[src/rtl/truth_table_sweeper_if.sv]
// Signal bundle between the truth-table sweeper and its surroundings:
// sweep control, gate-under-test drive/observe, and result reporting.
interface truth_table_sweeper_if;
    logic       start;
    logic       abort;
    logic       dut_out;
    logic       in1;
    logic       in2;
    logic       in3;
    logic       busy;
    logic       done;
    logic [7:0] table_out;
    logic       match;

    modport master (
        output start, abort, dut_out,
        input  in1, in2, in3, busy, done, table_out, match
    );

    modport slave (
        input  start, abort, dut_out,
        output in1, in2, in3, busy, done, table_out, match
    );
endinterface

[src/rtl/truth_table_sweeper.sv]
// Drives the eight input vectors of a 3-input gate in order, samples its output
// after a settle time, and checks the assembled truth-table code.
module truth_table_sweeper #(
    parameter int         SETTLE   = 2,
    parameter logic [7:0] EXPECTED = 8'h59
) (
    input  logic                  clk,
    input  logic                  rst,
    truth_table_sweeper_if.slave  bus
);

    typedef enum logic [1:0] {
        ST_IDLE   = 2'd0,
        ST_WAIT   = 2'd1,
        ST_SAMPLE = 2'd2,
        ST_DONE   = 2'd3
    } state_t;

    localparam logic [3:0] SETTLE_LAST = 4'(SETTLE - 1);

    state_t     state_r, next_state_s;
    logic [2:0] row_r, next_row_s;
    logic [3:0] wcnt_r, next_wcnt_s;
    logic [7:0] cap_r, next_cap_s;
    logic [7:0] table_r, next_table_s;
    logic       match_r, next_match_s;
    logic [2:0] drive_r, next_drive_s;
    logic       busy_r, done_r;
    logic [7:0] captured_s;

    // Row 000 lands in bit 7, row 111 in bit 0.
    function automatic logic [7:0] insert_bit(input logic [7:0] v,
                                              input logic [2:0] row,
                                              input logic       b);
        logic [7:0] r;
        r = v;
        r[3'd7 - row] = b;
        return r;
    endfunction

    // Next-state and next-register computation for the sweep sequencer.
    always_comb begin
        next_state_s = state_r;
        next_row_s   = row_r;
        next_wcnt_s  = wcnt_r;
        next_cap_s   = cap_r;
        next_table_s = table_r;
        next_match_s = match_r;
        captured_s   = insert_bit(cap_r, row_r, bus.dut_out);
        case (state_r)
            ST_IDLE: begin
                if (bus.start && !bus.abort) begin
                    next_state_s = ST_WAIT;
                    next_row_s   = 3'd0;
                    next_wcnt_s  = 4'd0;
                    next_cap_s   = 8'h00;
                end else begin
                    next_state_s = ST_IDLE;
                end
            end
            ST_WAIT: begin
                if (bus.abort) begin
                    next_state_s = ST_IDLE;
                    next_cap_s   = 8'h00;
                end else begin
                    next_wcnt_s = wcnt_r + 4'd1;
                    if (wcnt_r == SETTLE_LAST) begin
                        next_state_s = ST_SAMPLE;
                    end else begin
                        next_state_s = ST_WAIT;
                    end
                end
            end
            ST_SAMPLE: begin
                // Abort beats the final sample, so results stay untouched.
                if (bus.abort) begin
                    next_state_s = ST_IDLE;
                    next_cap_s   = 8'h00;
                end else begin
                    next_cap_s = captured_s;
                    if (row_r == 3'd7) begin
                        next_table_s = captured_s;
                        next_match_s = (captured_s == EXPECTED);
                        next_state_s = ST_DONE;
                    end else begin
                        next_row_s   = row_r + 3'd1;
                        next_wcnt_s  = 4'd0;
                        next_state_s = ST_WAIT;
                    end
                end
            end
            ST_DONE: begin
                next_state_s = ST_IDLE;
            end
            default: begin
                next_state_s = ST_IDLE;
            end
        endcase
    end

    // Gate drive follows the upcoming state so the outputs can be registered.
    always_comb begin
        if ((next_state_s == ST_WAIT) || (next_state_s == ST_SAMPLE)) begin
            next_drive_s = next_row_s;
        end else begin
            next_drive_s = 3'b000;
        end
    end

    // State and output registers.
    always_ff @(posedge clk or posedge rst) begin
        if (rst) begin
            state_r <= ST_IDLE;
            row_r   <= 3'd0;
            wcnt_r  <= 4'd0;
            cap_r   <= 8'h00;
            table_r <= 8'h00;
            match_r <= 1'b0;
            drive_r <= 3'b000;
            busy_r  <= 1'b0;
            done_r  <= 1'b0;
        end else begin
            state_r <= next_state_s;
            row_r   <= next_row_s;
            wcnt_r  <= next_wcnt_s;
            cap_r   <= next_cap_s;
            table_r <= next_table_s;
            match_r <= next_match_s;
            drive_r <= next_drive_s;
            busy_r  <= (next_state_s == ST_WAIT) || (next_state_s == ST_SAMPLE);
            done_r  <= (next_state_s == ST_DONE);
        end
    end

    assign bus.in1       = drive_r[2];
    assign bus.in2       = drive_r[1];
    assign bus.in3       = drive_r[0];
    assign bus.busy      = busy_r;
    assign bus.done      = done_r;
    assign bus.table_out = table_r;
    assign bus.match     = match_r;

endmodule

[src/flat_wrapper.sv]
// flat-port wrapper written by rule: the top's interface ports become plain ports
module truth_table_sweeper_flat 
#(
    parameter int         SETTLE   = 2,
    parameter logic [7:0] EXPECTED = 8'h59
)
  (clk, rst, bus_start, bus_abort, bus_dut_out, bus_in1, bus_in2, bus_in3, bus_busy, bus_done, bus_table_out, bus_match);
  truth_table_sweeper_if bus_i ();
  input  logic clk;
  input  logic rst;
  input wire logic [$bits(bus_i.start)-1:0] bus_start;
  input wire logic [$bits(bus_i.abort)-1:0] bus_abort;
  input wire logic [$bits(bus_i.dut_out)-1:0] bus_dut_out;
  output wire logic [$bits(bus_i.in1)-1:0] bus_in1;
  output wire logic [$bits(bus_i.in2)-1:0] bus_in2;
  output wire logic [$bits(bus_i.in3)-1:0] bus_in3;
  output wire logic [$bits(bus_i.busy)-1:0] bus_busy;
  output wire logic [$bits(bus_i.done)-1:0] bus_done;
  output wire logic [$bits(bus_i.table_out)-1:0] bus_table_out;
  output wire logic [$bits(bus_i.match)-1:0] bus_match;
  assign bus_i.start = bus_start;
  assign bus_i.abort = bus_abort;
  assign bus_i.dut_out = bus_dut_out;
  assign bus_in1 = bus_i.in1;
  assign bus_in2 = bus_i.in2;
  assign bus_in3 = bus_i.in3;
  assign bus_busy = bus_i.busy;
  assign bus_done = bus_i.done;
  assign bus_table_out = bus_i.table_out;
  assign bus_match = bus_i.match;
  truth_table_sweeper #(.SETTLE(SETTLE), .EXPECTED(EXPECTED)) u_core (.clk(clk), .rst(rst), .bus(bus_i));
endmodule
[config.mk]
export PLATFORM = sky130hd
export DESIGN_NAME = truth_table_sweeper_flat
export DESIGN_NICKNAME = d
export VERILOG_FILES = /design/src/rtl/truth_table_sweeper_if.sv /design/src/rtl/truth_table_sweeper.sv /design/src/flat_wrapper.sv
export SDC_FILE = /design/constraint.sdc
export NUM_CORES = 1
export LEC_CHECK = 0
export ABC_CLOCK_PERIOD_IN_PS = 3300
export CAP_MARGIN = 0
export CORE_ASPECT_RATIO = 0.6
export CORE_MARGIN = 5
export CORE_UTILIZATION = 56
export DETAILED_ROUTE_END_ITERATION = 16
export HOLD_SLACK_MARGIN = 0.12
export PLACE_DENSITY = 0.8
export SYNTH_ARGS = -nofsm -noshare
export SYNTH_HDL_FRONTEND = slang
export SYNTH_SLANG_ARGS = --single-unit
[constraint.sdc]
create_clock -name clk -period 3.3 [get_ports clk]
set_input_delay 0.33 -clock clk [delete_from_list [all_inputs] [get_ports clk]]
set_output_delay 0.33 -clock clk [all_outputs]
set_load 0.005 [all_outputs]
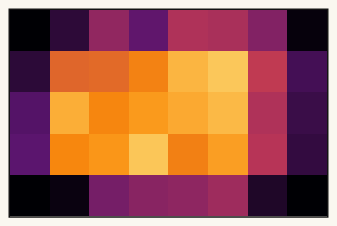
Figure 1: run 1, placement density heat map.
Drawn at 4 px/um. The die is cut into 8 by 5 equal tiles; black is low, pale yellow is high, 0 to 100% covered.
- tiles over 75% full: 23%
- mean over tiles: 45%
- nearly empty tiles: 10%
- fullest tile: 88%
- densest ninth of the die: middle

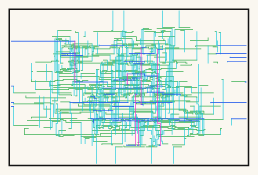
Figure 2: run 1, routed metal, one colour a layer.
Drawn at 3 px/um.
- met3: blue (wire length 294 um)
- met4: magenta (wire length 94.1 um)
- met1: green (wire length 1660 um)
- met2: cyan (wire length 1510 um)

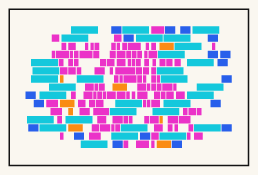
Figure 3: run 1, placed cells, one colour a class.
Drawn at 3 px/um.
- flip-flops: cyan (cells 31)
- other buffers and delay cells: blue (cells 18)
- all other logic: magenta (cells 119)
- clock drivers and dummy loads: orange (cells 8)

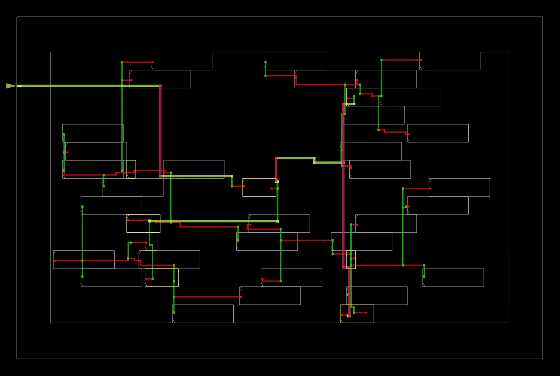
Figure 4: run 1, the clock network.
clk sink count: 31
clock buf count: 7
Latency at later pin: 0.29 ns

==> impl_metrics.ini, run 1 <==
; generated from flow reports
[setup_path]
crit_fanout = 15
worstReg2RegStart = u_core.row_r[0]$_DFF_PP0_
criticalPathCategory = input port to flop
r2r_cells = 5
slowest_delay_ns = 0.67
r2r_end = u_core.drive_r[0]$_DFF_PP0_
crit_family = simple AND/OR/NAND/NOR gates
critPathSlowestCell = clkdlybuf4s50_1
crit_buf_inv = 1
crit_arrival_ns = 2.35
crit_required_ns = 3.52

[clocking]
cts_root_buffer = clkbuf_8
clock_path_buffers = 2
htreeDepth = 2
cts_buffers = 5
ctsHoldBuffers = 0
cts_resized = 0
clkTransAtPathRegs_ns = 0.07

[drt]
route.detailed.drc = 0
antenna_left = 0
vias_per_cell = 6.319
dr.pass1.iters = 4
dr.first_iter.drc_count = 117
routedWlPerCell_um = 16.97

[grt]
grt_pass1_wl_mm = 6.189
first_global_vias = 1329
grtUsageTotal = 0.2019
grt_max_degree = 32
grt_overflow = 0
antenna_found_initial = 0

[sta]
max_freq_mhz = 470.2
fin_setup_tns_ns = 0
min_period_ns = 2.127
worst_clock_skew_ns = 0.008138
hold_viol_final = 0
worst_pin_slew_ns = 1.142
drv_slew = 0
rsz0062_at_grt = no
fin_crit_sh = 0.6445
holdWs_ns = 0.4943

[yosys]
async_flop_share = 1.000
topCombFamilyByArea = AND-OR/OR-AND gates
muxShareOfSynthArea = 0.04581
xor_share = 0
ff_type = dfrtp_1
syn_nets = 168
syn_inst = 159
edf_count = 0
netlist_top_cells_count = 31 x dfrtp_1, 14 x nand2_1, 9 x nor2_1, 9 x o21ai_0
ys_types = 44
syn-cell-area_sq_um = 1612
yosysWarnings = 0
yosys.area.top_type = dfrtp_1
ys_sh_adder = 0.03106
yosys_register_bits = 31
ys_chip_area_sq_um = 1612
avgSynthCellArea_sq_um = 10.14
ys_seq_share = 0.4814
yosys_cells = 159
ys_sh_simple = 0.1949
yosysMostFrequentCell = dfrtp_1

[worst_hold_path]
hold_path_depth = 2
hold_class = flop to flop
hp-start = u_core.bus.table_out[0]$_DFFE_PP0P_
whs_endpoint = u_core.bus.table_out[0]$_DFFE_PP0P_

[pwr]
combPwrFrac = 0.123
powerDensity_nw_per_um2 = 433.1
pg_comb_uw = 99.0
p_leak_nw = 0.7915
maxPowerGroup = sequential cells
pwr.group.clock_uw = 284
p_seq_frac = 0.525
total_power_uw = 806.9
switching_share = 0.2753
internal_power_uw = 584.8
switchingPower_uw = 222.1
clkPwrFrac = 0.352
seq_cell_power_uw = 424

[job]
warning_count = 27
drv_cap = 0

[layout]
layout_top_cell = dfrtp_1
regArea_sq_um = 775.7
fill_cells = 223
layout.nets = 184
most-common-layout-cells = 31 x dfrtp_1, 18 x clkdlybuf4s50_1, 14 x nand2_1
drive_gt1_frac = 0.06818
fin_util = 0.6618
logic_area_sq_um = 757.0

[placed_design]
dp_cells = 202
gp_congestion = 0.8829
pre_cts_slack_ns = 0.9099
portBuffers = 18
place_hpwl_mm = 2.505

[status]
outcome = finished clean

[die]
core_area_sq_um = 2815
chipArea_sq_um = 4086
die_h_um = 51.56
fp_util = 0.5724
die_w_um = 79.26
[run 1: worst max-delay path by stage]
| stage | depth (start not counted) | slack [ns] | startpoint | to |
|---|---|---|---|---|
| floorplan | 5 | 1.75 | u_core.row_r[0]$_DFF_PP0_ | u_core.wcnt_r[3]$_DFFE_PP0P_ |
| global placement | 5 | 1.0 | bus_abort | u_core.bus.match$_DFFE_PP0P_ |
| detailed placement | 5 | 0.91 | bus_abort | u_core.bus.match$_DFFE_PP0P_ |
| CTS | 5 | 1.20 | bus_abort | u_core.bus.match$_DFFE_PP0P_ |
| global route | 5 | 1.05 | bus_abort | u_core.bus.match$_DFFE_PP0P_ |
| finish | 5 | 1.17 | bus_abort | u_core.bus.match$_DFFE_PP0P_ |
[run 1: cell families after synthesis]
group	after synthesis
DFF	31
and+or+nand+nor	54
adders and majority gates	4
muxes	7
buffers and inverters	16
AOI/OAI and AO/OA	47
[run 1: worst reg2reg max path: stages, from the launching register on]
cell,delay [ns]
dfrtp_1,0.58
ha_1,0.38
and3_1,0.22
nor4_2,0.36
o21ai_0,0.21
and2_1,0.21
[run 1: registers in the layout (all words and copies together), names as in the netlist]
signal,flops
u_core.bus.table_out,8
u_core.cap_r,8
u_core.wcnt_r,4
u_core.drive_r,3
u_core.row_r,3
u_core.state_r,2
u_core.bus.busy,1
u_core.bus.done,1
u_core.bus.match,1
[run 1: final cells by class]
cell class                      count  area share
Multi-Input combinational cell    112      0.4063
Inverter                            7     0.01410
Sequential cell                    31      0.4164
Clock buffer                        7     0.04097
Timing Repair Buffer               18     0.09671
Clock inverter                      1    0.002686
Tap cell                           34     0.02283
[run 1: per-layer routing]
layer  wire length, um  GRT usage  share of wire
met1              1661     0.2705           0.47
met2              1513     0.2961           0.42
met3               294    0.05709          0.083
met4                94     0.1143          0.026
met5                 0          0              0
Figure 5. Pin placement (run 1).
Drawn at 4 px/um. Pins as bars across the die edge, other pins in grey.
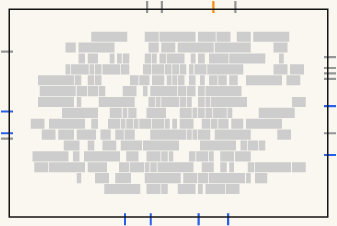

## Run 2: what changed since run 1
ABC_CLOCK_PERIOD_IN_PS = 1850   (was 3300)
CORE_UTILIZATION = 49   (was 56)
PLACE_DENSITY = 0.74   (was 0.8)
clock period = 1.85 ns   (was 3.3 ns; I/O delays follow)
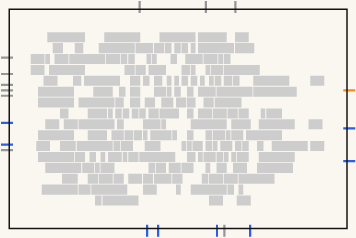
Figure 6: run 2, pin placement.
Drawn at 4 px/um. Pins as bars across the die edge, other pins in grey.
- bus_table_out: blue (pins 8; direction output; edge 4 bottom, 2 right, 2 left)
- bus_done: orange (pins 1; direction output; edge right)
- all pins by edge: 8 left, 5 bottom, 3 top, 3 right

==> impl_metrics.ini, run 2 <==
; generated from flow reports
[status]
outcome = finished clean

[grt]
first_global_vias = 1275
grt_pass1_wl_mm = 6.341
grtUsageTotal = 0.1818
grt_max_degree = 32
grt_overflow = 0
antenna_found_initial = 0

[yosys]
edf_count = 0
top_cells_by_area = dfrtp_1 48%, o2bb2ai_1 4.3%, nand2_1 3.3%
ys_sh_adder = 0.03106
yosys_register_bits = 31
syn_nets = 168
ys_chip_area_sq_um = 1612
top_area_frac = 0.4814
muxShareOfSynthArea = 0.04581
async_flop_share = 1.000
avgSynthCellArea_sq_um = 10.14
topCombFamilyByArea = AND-OR/OR-AND gates
yosys.area.top_type = dfrtp_1
yosys_cells = 159
xor_share = 0
ff_type = dfrtp_1
syn-cell-area_sq_um = 1612
ys_types = 44
yosysWarnings = 0
netlist_top_cells_count = 31 x dfrtp_1, 14 x nand2_1, 9 x nor2_1, 9 x o21ai_0
yosysMostFrequentCell = dfrtp_1
ys_sh_aoi = 0.1980
ys_seq_share = 0.4814
ys_sh_simple = 0.1949
syn_inst = 159

[drt]
antenna_left = 0
dr.first_iter.drc_count = 182
routed_wl_mm = 3.694
route.detailed.drc = 0
vias_per_cell = 5.685
dr.pass1.iters = 4
routedWlPerCell_um = 15.92
vias = 1319

[pwr]
maxPowerGroup = sequential cells
switchingPower_uw = 415.8
seq_cell_power_uw = 744
p_seq_frac = 0.451
switching_share = 0.2520
internal_power_mw = 1.234
p_leak_nw = 0.8670
irDropWorstVdd_uv = 491.1
powerDensity_nw_per_um2 = 820.9
total_power_mw = 1.650
combPwrFrac = 0.129
clkPwrFrac = 0.420
pg_comb_uw = 213

[sta]
min_period_ns = 1.700
rsz0062_at_grt = no
worst_pin_slew_ns = 0.4619
setup_violations = 0
fin_crit_sh = 0.9188
max_freq_mhz = 588.3
worst_clock_skew_ns = 0.006933
relSlewSlack = 0.6909
drv_slew = 0
fin_setup_tns_ns = 0
hold_viol_final = 0
holdWs_ns = 0.2761

[setup_path]
worstReg2RegStart = u_core.row_r[0]$_DFF_PP0_
crit_fanout = 6
crit_chain = ha_1 -> nand2_1 -> a2bb2oi_1 -> or4_1 -> a21oi_1
slowest_delay_ns = 0.50
critPathSlowestCell = or4_1
crit_required_ns = 2.06
end_kind = flop
start_kind = flop
cp-startpoint = u_core.row_r[0]$_DFF_PP0_
r2r_cells = 5
crit_arrival_ns = 1.91
criticalPathCategory = flop to flop

[placed_design]
place_hpwl_mm = 2.589
gp_congestion = 0.8850
portBuffers = 18

[layout]
most-common-layout-cells = 30 x dfrtp_1, 18 x clkdlybuf4s50_1, 14 x nand2_1
area_growth_pct = 24.69
fill_cells = 267
layout.nets = 195
drive_gt1_frac = 0.1390
n_antenna_cell = 0
regArea_sq_um = 777.0
layout_top_cell = dfrtp_1
logic_area_sq_um = 757.0
fin_util = 0.6273

[job]
drv_cap = 0
warning_count = 27

[clocking]
cts.sinks = 31
clkTransAtPathRegs_ns = 0.07
cts_setup_buffers = 0
htreeDepth = 2
cts_root_buffer = clkbuf_8
ctsHoldBuffers = 0
clock_path_buffers = 2
cts_tree = built
cts_resized = 0

[die]
die_h_um = 54.42
die_w_um = 84.04
fp_util = 0.5031
pin_count = 19
core_area_sq_um = 3203
chipArea_sq_um = 4573
rows = 16

[worst_hold_path]
hold_class = input port to asynchronous set/reset pin
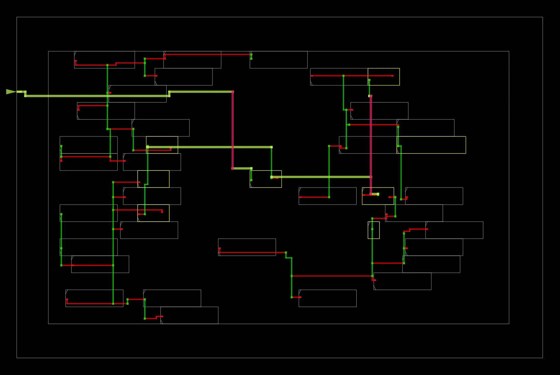
Figure 7: run 2, the clock network.
Latency at later pin: 0.28 ns
CTS Buf Count: 5
flop count: 31
clk pwr: 693 uW

-- run 2: cell counts after synthesis --
No cell type changed its count.
-- run 2: cells by family after synthesis --
family	Yosys count
DFF	31
AOI/OAI and AO/OA	47
buffers and inverters	16
muxes	7
adders and majority gates	4
and+or+nand+nor	54
-- run 2: critical path: cells and delay by family, from the launching register on --
kind	cells	cell delay, ns
adder cells (fa/ha/maj)	1	0.28
AND/OR/NAND/NOR	2	0.64
AND-OR/OR-AND	2	0.32
flip-flops	1	0.40
-- run 2: final cells by class --
type,count,share of cell area
Clock inverter,2,0.01743
Tap cell,45,0.02802
Inverter,7,0.01308
Timing Repair Buffer,29,0.1370
Multi-Input combinational cell,112,0.3767
Clock buffer,6,0.04110
Sequential cell,31,0.3867
-- run 2: metrics by stage --
stage	cell area [sq um]	std cells	setup slack (ns)
2_1_floorplan	1612	159	0.2994
6_report	2009	232	0.1503
4_1_cts	2008	232	0.1356
3_3_place_gp	1891	224	0.07331
5_1_grt	2009	232	0.04477
3_5_place_dp	1891	224	0.03585
-- run 2: metal layers --
layer	share of wire	up-vias	global-route usage
li1	-	627	-
met2	0.43	54	0.2696
met5	0	-	0
met3	0.080	5	0.05564
met4	0.0073	0	0.04813
met1	0.49	633	0.2591
-- run 2: path summary, 6_finish.rpt --
check,to,slack [ns]
min in group clk,u_core.bus.table_out[1]$_DFFE_PP0P_,0.49
hold reg to reg,u_core.bus.table_out[1]$_DFFE_PP0P_,0.49
max in group asynchronous,u_core.row_r[2]$_DFF_PP0_,1.28
setup / recovery,u_core.wcnt_r[3]$_DFFE_PP0P_,0.15
hold / removal,u_core.row_r[2]$_DFF_PP0_,0.28
setup reg to reg,u_core.wcnt_r[3]$_DFFE_PP0P_,0.15
Power and IR drop assume default switching activity.
